<file path="src/rtl/sign_extend.sv">
// Sign-extends an ID-stage immediate; result/result_shl2/is_neg are zero-latency.
// result_q/valid_q are registered one cycle later; no backpressure, accepts every cycle.
module sign_extend #(
    parameter int IN_W  = 16,
    parameter int OUT_W = 32
) (
    input  logic             clk,
    input  logic             rst,
    input  logic [IN_W-1:0]  in,
    output logic [OUT_W-1:0] result,
    output logic [OUT_W-1:0] result_shl2,
    output logic             is_neg,
    output logic [OUT_W-1:0] result_q,
    output logic             valid_q
);

    logic [OUT_W-1:0] result_d;
    logic             valid_d;

    assign result      = {{(OUT_W-IN_W){in[IN_W-1]}}, in};
    // Top two bits fall off; the branch adder only needs the word-aligned low bits.
    assign result_shl2 = {result[OUT_W-3:0], 2'b00};
    assign is_neg      = in[IN_W-1];

    always_comb begin
        result_d = result;
        valid_d  = 1'b1;
    end

    always_ff @(posedge clk or posedge rst) begin
        if (rst) begin
            result_q <= '0;
            valid_q  <= 1'b0;
        end else begin
            result_q <= result_d;
            valid_q  <= valid_d;
        end
    end

endmodule

</file>
<file path="config.mk">
export PLATFORM = sky130hd
export DESIGN_NAME = sign_extend
export DESIGN_NICKNAME = d
export VERILOG_FILES = /design/src/rtl/sign_extend.sv
export SDC_FILE = /design/constraint.sdc
export NUM_CORES = 1
export LEC_CHECK = 0
export CAP_MARGIN = 20
export CORE_MARGIN = 4
export CORE_UTILIZATION = 29
export DETAILED_ROUTE_END_ITERATION = 10
export PLACE_DENSITY_LB_ADDON = 0.08
export SETUP_SLACK_MARGIN = 0.15
export SLEW_MARGIN = 10
export SYNTH_ARGS = -nofsm -noshare
export SYNTH_HDL_FRONTEND = slang
export SYNTH_SLANG_ARGS = --single-unit
</file>
<file path="constraint.sdc">
create_clock -name clk -period 1.4 [get_ports clk]
set_input_delay 0.14 -clock clk [delete_from_list [all_inputs] [get_ports clk]]
set_output_delay 0.14 -clock clk [all_outputs]
set_load 0.01 [all_outputs]
</file>
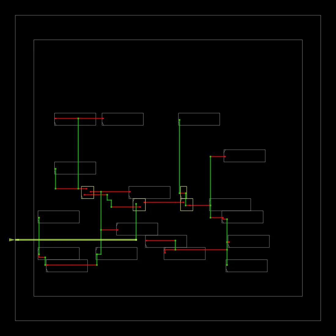
**Above:** clock nets.
clk pwr: 0.256 mW
Flops: 17

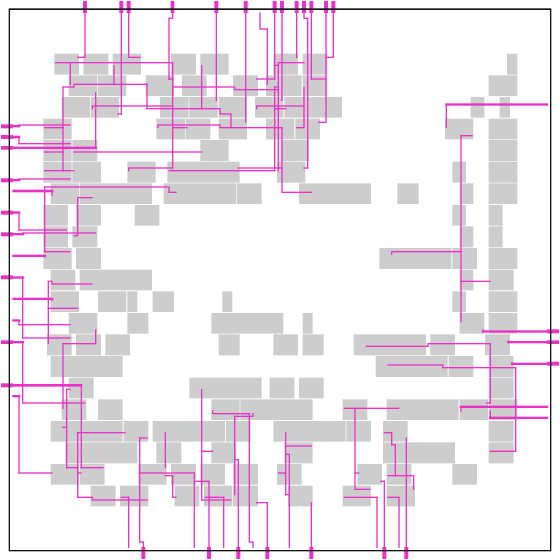
**Above:** I/O nets highlighted.
Magenta marks `result`, bits 32, direction output, end cells 0, buffers 50, wire 1010 um.

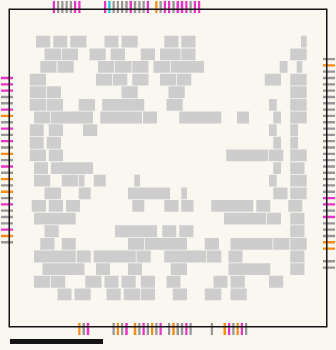
**Above:** pin map.
Bar = 20 um. Pins as bars across the die edge, other pins in gray.
Orange marks `in`, pins 16, direction input, edge 7 bottom, 5 left, 3 right, 1 top. Magenta marks `result`, pins 32, direction output, edge 13 top, 9 left, 7 bottom, 3 right. Cyan marks `is_neg`, pins 1, direction output, edge top.
All pins by edge: 33 right, 29 top, 27 left, 27 bottom.

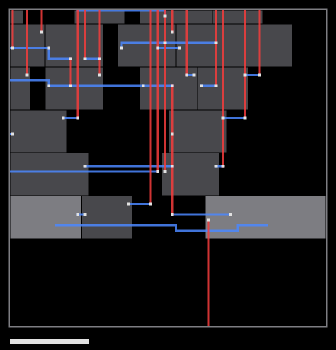
**Above:** a small window of the routed layout.
Bar = 5 um. Window x 24 to 44, y 38 to 58 um. Cells in gray, sequential cells in the stronger gray; small squares are vias.
Blue marks M1. Red marks M2.
Netlist names of flops here include `result_q` (1). 13 logic cells have their middle in the window. Sequential cells in the window: 1. Most frequent: clkdlybuf4s15_1 (8), dlygate4sd2_1 (2).

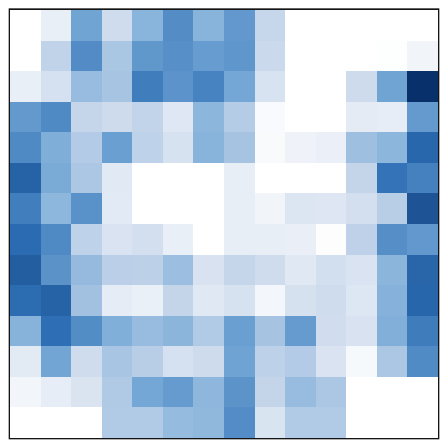
**Above:** signal metal coverage by tile.
14 x 14 tiles, from white (low) to dark blue (high), scaled to the fullest tile. Values are wire area over tile area, all layers added.
The mean over all tiles is 0.081. The fullest tile reaches 0.27. The emptiest ninth of the die: middle. The densest ninth of the die: left middle. 18% of the tiles are nearly empty.

==> impl_metrics.py <==
# Synthesis and PnR figures
metrics = {
    "clock_tree": {
        "cts_post_setup_buffers_inserted": 0,
        "cts-htree-levels": 1,
        "cts_tree": "built",
        "cts_buffers": 3,
        "clock_sinks": 17,
    },
    "synthesis": {
        "synth_area_per_cell_um2": 10.3,
        "synth.area.top_cells": "buf_4, dfrtp_1, conb_1",
        "ys.flops": 17,
        "synth_seq_share_pct": 40.7,
        "synth.top_cell.area_share_pct": 58.2,
        "syn_area_mm2": 0.00104,
        "synth.most_common_cell": "buf_4",
        "ys_cells": 101,
    },
    "drt": {
        "remaining_drc_errors": 0,
        "first_iter_violations": 14,
        "routedWlPerCell_um": 11.9,
        "drt-total-wl_um": 2230,
    },
    "final_timing": {
        "rsz0062_at_grt": "true",
        "fin_crit_sh_pct": 85.9,
        "finalHoldWorstSlack_ns": 0.152,
        "setup_slack_ns": 0.197,
    },
    "worst_setup_path": {
        "crit_type": "reg -> out",
        "cp.required_ns": 1.26,
        "arrival_ns": 1.06,
        "path_delay_family": "buffers and inverters",
        "startpoint": "result_q[15]$_DFF_PP0_",
    },
    "grt": {
        "grt_max_degree": 35,
        "grt_pass1_wl_um": 2950,
    },
    "place": {
        "dp.cells": 183,
        "place_congestion": 0.621,
    },
    "layout": {
        "fin_cells": 188,
        "area_delta_synth_final_pct": 53.3,
    },
    "floorplan": {
        "dieArea_mm2": 0.00463,
        "fp.dieH_um": 68.0,
        "die_w_um": 68.0,
    },
    "status": {
        "outcome": "completed",
    },
}
## per-layer routing
layer | wire, um | vias up | track usage (%)
li1 | - | 301 | -
met2 | 1170 | 60 | 15.5
met3 | 293 | 0 | 4.43
met1 | 770 | 291 | 8.54
met4 | 0 | 0 | 1.49
met5 | 0 | - | 0
## placed cells by master, fill, tap and decap left out, drive strengths merged
cell type      synthesis  routed
dlygate4sd2            0      57
clkdlybuf4s15          0      30
dfrtp                 17      17
clkdlybuf4s50          0      16
clkbuf                 0      14
conb                   2       3
buf                   81       3
inv                    1       1
dlymetal6s2s           0       1
## final timing paths
| check | end | slack [ns] | cells after the start |
|---|---|---|---|
| setup / recovery | result_q[29] | 0.20 | 2 |
| min in group clk | result_q[15]$_DFF_PP0_ | 0.27 | 2 |
| max in group asynchronous | result_q[1]$_DFF_PP0_ | 1.06 | 3 |
| hold / removal | result_q[6]$_DFF_PP0_ | 0.15 | 3 |
## power breakdown
part / leakage (nW) / switching (mW) / internal, mW
logic: 0.596 / 0.173 / 0.195
clock network: 0.0150 / 0.146 / 0.110
registers: 0.198 / 0.00430 / 0.515
## kinds of logic after synthesis
family	share of synthesized area, %
other	0.719
buffers and inverters	58.6
DFF	40.7
## flip-flops by register name, indices dropped and copies added, names as in the netlist
name / count
result_q: 16
valid_q: 1
## cell type report
type | instances | area [um2]
multi-input cells | 3 | 11.3
repair buffers | 117 | 1080
clock buffers | 4 | 26.3
fillers | 342 | 1810
inverters | 1 | 3.75
well taps | 46 | 57.6
flip-flops and latches | 17 | 425
## what timing repair did
| item | in CTS | in global routing |
|---|---|---|
| hold buffers | 0 | 0 |
| setup endpoints to repair | 96 | 49 |
| gates resized | 98 | 47 |
| gates cloned | 0 | 1 |
No activity file was given, so power comes from the tool's default toggle rates.
